[src/rtl/dr_push_tx.sv]
// dr_push_tx: clocked producer for a Teak 4-phase dual-rail push channel.
// Buffers valid/ready words in a small FIFO and drives them as codewords.
module dr_push_tx #(
    parameter int WIDTH  = 32,
    parameter int ADDR_W = 2,
    parameter int CNT_W  = 16
) (
    input  logic             clk,
    input  logic             reset_n,
    input  logic [WIDTH-1:0] in_data,
    input  logic             in_valid,
    output logic             in_ready,
    output logic [WIDTH-1:0] ch_0r0,
    output logic [WIDTH-1:0] ch_0r1,
    input  logic             ch_0a,
    output logic             busy,
    output logic [CNT_W-1:0] tx_count,
    output logic             proto_err
);

    typedef enum logic [1:0] {
        S_IDLE = 2'd0,
        S_DATA = 2'd1,
        S_RTZ  = 2'd2
    } state_t;

    logic             ack_meta_q;
    logic             ack_s_q;

    logic [WIDTH-1:0] mem_q [2**ADDR_W];
    logic [ADDR_W-1:0] wr_ptr_q, wr_ptr_d;
    logic [ADDR_W-1:0] rd_ptr_q, rd_ptr_d;
    logic [ADDR_W:0]  count_q, count_d;
    logic             avail_q, avail_d;

    state_t           state_q, state_d;
    logic [WIDTH-1:0] r0_q, r0_d;
    logic [WIDTH-1:0] r1_q, r1_d;
    logic [CNT_W-1:0] tx_count_q, tx_count_d;
    logic             proto_err_q, proto_err_d;
    logic             busy_q, busy_d;

    logic             full;
    logic             push;
    logic             pop;

    // Occupancy MSB alone marks a full FIFO (count == 2**ADDR_W).
    assign full     = count_q[ADDR_W];
    assign in_ready = ~full;
    assign push     = in_valid & ~full;

    assign ch_0r0    = r0_q;
    assign ch_0r1    = r1_q;
    assign busy      = busy_q;
    assign tx_count  = tx_count_q;
    assign proto_err = proto_err_q;

    // Handshake sequencing; rails only change on state transitions.
    always_comb begin
        state_d     = state_q;
        r0_d        = r0_q;
        r1_d        = r1_q;
        pop         = 1'b0;
        tx_count_d  = tx_count_q;
        proto_err_d = proto_err_q;
        unique case (state_q)
            S_IDLE: begin
                if (ack_s_q) begin
                    proto_err_d = 1'b1;
                end else if (avail_q) begin
                    r1_d    = mem_q[rd_ptr_q];
                    r0_d    = ~mem_q[rd_ptr_q];
                    state_d = S_DATA;
                end
            end
            S_DATA: begin
                if (ack_s_q) begin
                    r0_d       = '0;
                    r1_d       = '0;
                    pop        = 1'b1;
                    tx_count_d = tx_count_q + 1'b1;
                    state_d    = S_RTZ;
                end
            end
            S_RTZ: begin
                if (!ack_s_q) begin
                    state_d = S_IDLE;
                end
            end
            default: begin
                r0_d    = '0;
                r1_d    = '0;
                state_d = S_IDLE;
            end
        endcase
    end

    // FIFO pointer and occupancy update; push and pop may coincide.
    always_comb begin
        wr_ptr_d = wr_ptr_q;
        rd_ptr_d = rd_ptr_q;
        count_d  = count_q;
        if (push) begin
            wr_ptr_d = wr_ptr_q + 1'b1;
        end
        if (pop) begin
            rd_ptr_d = rd_ptr_q + 1'b1;
        end
        if (push && !pop) begin
            count_d = count_q + 1'b1;
        end else if (pop && !push) begin
            count_d = count_q - 1'b1;
        end
        // Availability is staged one cycle, so a new word reaches the
        // rails two edges after its push and the head read is settled.
        avail_d = (count_q != '0);
        busy_d  = (count_d != '0) || (state_d != S_IDLE);
    end

    // Word storage; contents need no reset since occupancy gates reads.
    always_ff @(posedge clk) begin
        if (reset_n && push) begin
            mem_q[wr_ptr_q] <= in_data;
        end
    end

    // State, rails, counters and the two-flop ack synchroniser.
    always_ff @(posedge clk) begin
        if (!reset_n) begin
            ack_meta_q  <= 1'b0;
            ack_s_q     <= 1'b0;
            wr_ptr_q    <= '0;
            rd_ptr_q    <= '0;
            count_q     <= '0;
            avail_q     <= 1'b0;
            state_q     <= S_IDLE;
            r0_q        <= '0;
            r1_q        <= '0;
            tx_count_q  <= '0;
            proto_err_q <= 1'b0;
            busy_q      <= 1'b0;
        end else begin
            ack_meta_q  <= ch_0a;
            ack_s_q     <= ack_meta_q;
            wr_ptr_q    <= wr_ptr_d;
            rd_ptr_q    <= rd_ptr_d;
            count_q     <= count_d;
            avail_q     <= avail_d;
            state_q     <= state_d;
            r0_q        <= r0_d;
            r1_q        <= r1_d;
            tx_count_q  <= tx_count_d;
            proto_err_q <= proto_err_d;
            busy_q      <= busy_d;
        end
    end

endmodule

[config.mk]
export PLATFORM = sky130hd
export DESIGN_NAME = dr_push_tx
export DESIGN_NICKNAME = d
export VERILOG_FILES = /design/src/rtl/dr_push_tx.sv
export SDC_FILE = /design/constraint.sdc
export NUM_CORES = 1
export LEC_CHECK = 0
export CAP_MARGIN = 40
export CORE_ASPECT_RATIO = 1.4
export CORE_UTILIZATION = 40
export CTS_CLUSTER_DIAMETER = 50
export CTS_CLUSTER_SIZE = 10
export DETAILED_ROUTE_END_ITERATION = 8
export PLACE_DENSITY = 0.72
export SYNTH_ARGS = -nofsm -noshare
export SYNTH_HDL_FRONTEND = slang
export SYNTH_SLANG_ARGS = --single-unit
export TNS_END_PERCENT = 30
[constraint.sdc]
create_clock -name clk -period 2.58 [get_ports clk]
set_input_delay 0.387 -clock clk [delete_from_list [all_inputs] [get_ports clk]]
set_output_delay 0.387 -clock clk [all_outputs]
set_load 0.01 [all_outputs]
Run 1, placed standard cells:
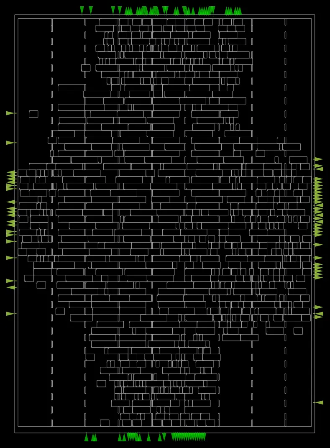
Tapcells: 256
Final Non-Filler Cells: 990

Run 1, sizing map:
The bar under the picture is 20 um long.
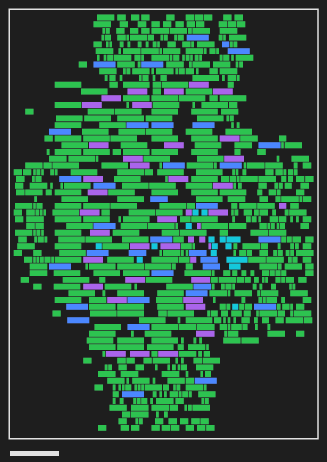
colour	size	cells	most used
blue	_6 and larger	35	clkbuf_16
cyan	_3 and _4 cells	15	buf_4
green	_0 and _1 cells	643	edfxtp_1
purple	_2 cells	41	mux4_2

Run 1, where the registers sit:
The bar under the picture is 20 um long. Other sequential cells in the stronger grey, the rest of the logic in the fainter grey.
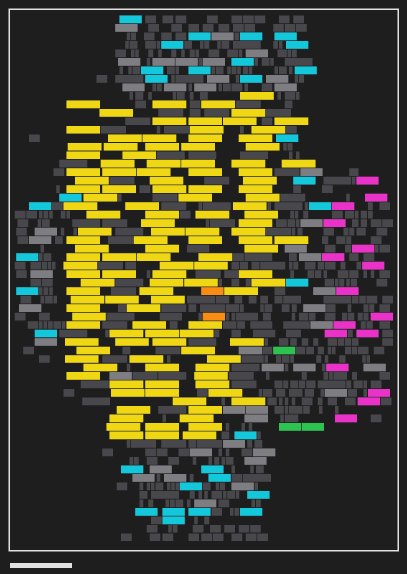
colour	netlist name	placed flops
magenta	`tx_count`	16
cyan	`ch_0r0`	32
yellow	`mem_q`	128
green	`count_q`	3
orange	`wr_ptr_q`	2
not coloured	43

Run 1, routed clock nets over the placement:
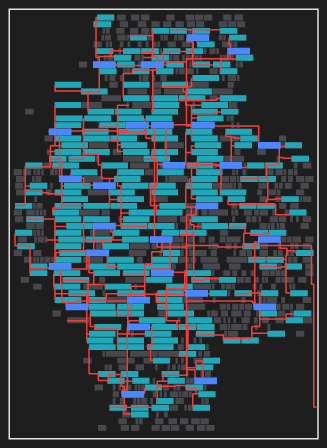
[cyan] flip-flops | count: 224
[blue] clock drivers | count: 27
[red] clock wires | length: 2550 um
routed clock nets	28

[run 1: power by group through the flow]
stage	registers (mW)	logic [mW]	clock network, mW
2_1_floorplan	4.17	0.530	0
3_3_place_gp	4.15	0.944	0
3_5_place_dp	4.15	0.955	0
4_1_cts	4.08	0.961	3.40
5_1_grt	4.10	1.03	3.54
6_report	4.08	0.947	3.33
[run 1: registers in the layout, summed over array words and instances, names as in the netlist, named ones only]
| register | count |
|---|---|
| mem_q | 128 |
| ch_0r0 | 32 |
| ch_0r1 | 32 |
| tx_count | 16 |
| count_q | 3 |
| rd_ptr_q | 2 |
| state_q | 2 |
| wr_ptr_q | 2 |
| ack_meta_q | 1 |
| ack_s_q | 1 |
| avail_q | 1 |
| busy | 1 |
| proto_err | 1 |
[run 1: Yosys cell counts (2+ instances only)]
library cell / n / area share
o21ai_0: 5 / 0.0030
nand2_1: 9 / 0.0040
or3_1: 4 / 0.0030
nand4_1: 6 / 0.0045
edfxtp_1: 128 / 0.46
clkbuf_1: 14 / 0.0063
inv_1: 7 / 0.0031
a211oi_1: 2 / 0.0018
buf_4: 2 / 0.0018
nand2b_1: 2 / 0.0015
xor2_1: 7 / 0.0073
nand3_1: 7 / 0.0042
a21oi_1: 42 / 0.025
nor2_1: 118 / 0.053
xnor2_1: 8 / 0.0084
buf_2: 6 / 0.0036
and2_1: 4 / 0.0030
ha_1: 8 / 0.012
a22oi_1: 32 / 0.029
buf_8: 3 / 0.0054
and3_1: 8 / 0.0060
nor4b_1: 2 / 0.0021
mux4_2: 32 / 0.086
buf_1: 3 / 0.0013
buf_6: 8 / 0.011
nor2b_1: 2 / 0.0015
dfxtp_1: 96 / 0.23
nor3_1: 5 / 0.0030
==> ci_impl_report.md, run 1 <==
## Synthesis and layout report

| Metric | Value |
|---|---|
| Status | finished, final reports clean |
| TritonRoute pass-1 iters | 5 |
| DR vias | 5046 |
| CP required | around 2.2 ns |
| Total GRT Usage | 0.1624 |
| DPL Wire Length | ~11000 um |
| CTS tree | built |
| Place WS | between 0.3 and 0.4 ns |
| CP max stage delay | about 0.58 ns |
| Cell Pwr Density | between 700 and 800 nW/um^2 |
| Synthesized area per cell | ~14 um^2 |
| EDFF count, synth | roughly 130 |
| CP Launch Type | flip-flop |
| Core Util, Final | 0.5182 |
| Setup crit end | tx_count[3] |
| Sequential share of cell area | 0.5435 |
| Logic gate share of total power | 0.113 |
| Final setup margin | between 0.6 and 0.7 ns |
| Crit path buffers/inverters | 1 |
| Max-capacitance violation count | 0 |
| Gr ovfl total | 0 |
| # hold bufs at CTS | 0 |
| CTS Buf Count | 27 |
| Flop area | about 5800 um^2 |
| M1 GR Usage | 0.1970 |
| Non-clock inverters | 8 |
| Post-Syn Instances | 586 |
| Max Fclk | 516.0 MHz |
| Measured slew at the worst slew-check pin | 0.4615 ns |
| Asr flop ratio synth | 0 |
| Post-synth top flop | edfxtp_1 |
| Max stage delay cell, worst path | clkdlybuf4s50_1 |
| Slew Limit Fails | 0 |
| Number of antenna diodes | 0 |
| Worst Hold Class | reg2reg |
| Avg WL per Cell | 17.26 um |
| NetSw | about 1.9 mW |
| Biggest Area Class | registers |
--- run 2 (diff from run 1) ---
--- a/config.mk
+++ b/config.mk
@@ -11,7 +11,7 @@
 export CTS_CLUSTER_DIAMETER = 50
 export CTS_CLUSTER_SIZE = 10
 export DETAILED_ROUTE_END_ITERATION = 8
-export PLACE_DENSITY = 0.72
+export PLACE_DENSITY = 0.74
 export SYNTH_ARGS = -nofsm -noshare
 export SYNTH_HDL_FRONTEND = slang
 export SYNTH_SLANG_ARGS = --single-unit
==> constraint.sdc (replaced) <==
create_clock -name clk -period 1.7 [get_ports clk]
set_input_delay 0.255 -clock clk [delete_from_list [all_inputs] [get_ports clk]]
set_output_delay 0.255 -clock clk [all_outputs]
set_load 0.01 [all_outputs]
Run 2, placed standard cells:
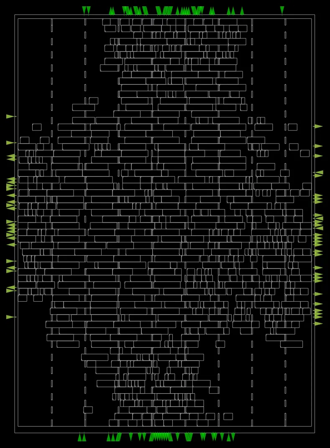
sequential share of cell area: 0.5294
Core Util, Final: 0.5332
flip-flop and latch count: 224

Run 2, signal metal coverage by tile:
25 x 35 tiles, from dark blue (low) to red (high), scaled to the fullest tile. Values are wire area over tile area, all layers added.
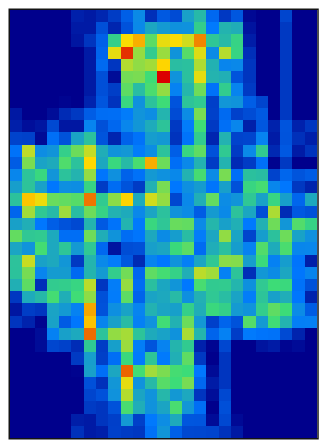
fullest tile	0.51
mean over tiles	0.13
nearly empty tiles	21%
emptiest ninth of the die	upper left
tiles over half the peak	13%

==> run 2 against run 1 <==
Compared with the run above: die size stayed put; non-clock buffer count up 22; via count up 3.3%; clock power rose by 54%; combinational power increased by 64%; first-iteration DRC count grew 6.7%; largest power group unchanged; count of clock-buffer cells in the layout rose by 1; synthesized area did not move; critical path depth is the same.
==> ci_impl_report.md, run 2 <==
## Synthesis and layout report

| Metric | Value |
|---|---|
| CP Launch Type | flip-flop |
| Avg WL per Cell | between 15 and 20 um |
| Post-synth top flop | edfxtp_1 |
| Post-Syn Instances | 586 |
| Synthesized area per cell | around 14 um^2 |
| TritonRoute pass-1 iters | 5 |
| Status | finished, final reports clean |
| Asr flop ratio synth | 0 |
| Slew Limit Fails | 0 |
| CTS tree | built |
| Synth cell count leaders | 128 x edfxtp_1, 118 x nor2_1, 96 x dfxtp_1, 42 x a21oi_1 |
| Place WS | -0.1124 ns |
| Number of antenna diodes | 0 |
| Max reg flops | ~130 |
| # hold bufs at CTS | 0 |
| Max stage delay cell, worst path | clkdlybuf4s50_1 |
| Worst Hold Class | in2reg |
| Top cells by area | edfxtp_1 46%, dfxtp_1 23%, mux4_2 8.6%, nor2_1 5.3%, a22oi_1 2.9% |
| M1 GR Usage | 0.1898 |
| CP required | 1.44 ns |
| Max Fclk | between 500 and 600 MHz |
| Max-capacitance violation count | 0 |
| EDFF count, synth | ~130 |
| Logic gate share of total power | 0.121 |
| CTS Buf Count | 27 |
| DR vias | about 5200 |
| Total GRT Usage | 0.1676 |
| Flop area | 5782 um^2 |
[run 2: netlist changes by cell type in the layout (fill, tap and decap cells not counted), moves of 2 or more]
cell	change
buf_4	+14
clkbuf_8	+2
dlygate4sd2_1	+14
dfxtp_2	+11
dfxtp_1	-11
dlymetal6s2s_1	+10
clkdlybuf4s50_1	-24
buf_12	+8
[run 2: power groups by stage]
stage / Sequential [mW] / Clock [mW] / Combinational [mW]
3_3_place_gp: 6.29 / 0 / 1.55
2_1_floorplan: 6.33 / 0 / 0.805
4_1_cts: 6.19 / 5.22 / 1.58
6_report: 6.18 / 5.12 / 1.55
5_1_grt: 6.21 / 5.45 / 1.70
3_5_place_dp: 6.30 / 0 / 1.58
[run 2: kinds of logic (layout without fill, tap and decap cells)]
kind of cell,count (synthesis),in the layout,share of synthesized area
compound gates,86,86,0.06499
xor+xnor,15,15,0.01572
fa+ha+maj,8,8,0.01198
buf+inv,44,214,0.03279
flops,224,224,0.6900
mux,33,33,0.08745
simple gates,176,176,0.09703
[run 2: worst max-delay path by stage]
| stage | startpoint | to |
|---|---|---|
| after floorplan | count_q[2] | mem_q[1][0] |
| after global placement | in_valid | mem_q[0][28] |
| after detailed placement | in_valid | mem_q[0][3] |
| after CTS | tx_count[6] | tx_count[6] |
| after global routing | ack_s_q | ch_0r0[31] |
| final | ch_0r1[31] | ch_0r1[31] |
[run 2: metal layers]
layer / part of all wire / vias up
met5: 0 / -
met4: 0.020 / 0
met3: 0.054 / 26
met2: 0.55 / 152
met1: 0.38 / 2560
li1: - / 2474
[run 2: layout make-up]
cell class,instances,area share
Sequential cell,224,0.5294
Multi-Input combinational cell,318,0.2128
Timing Repair Buffer,158,0.1524
Clock buffer,47,0.07253
Tap cell,256,0.02933
Inverter,8,0.002750
Clock inverter,1,0.0008020
Power and IR drop assume default switching activity.
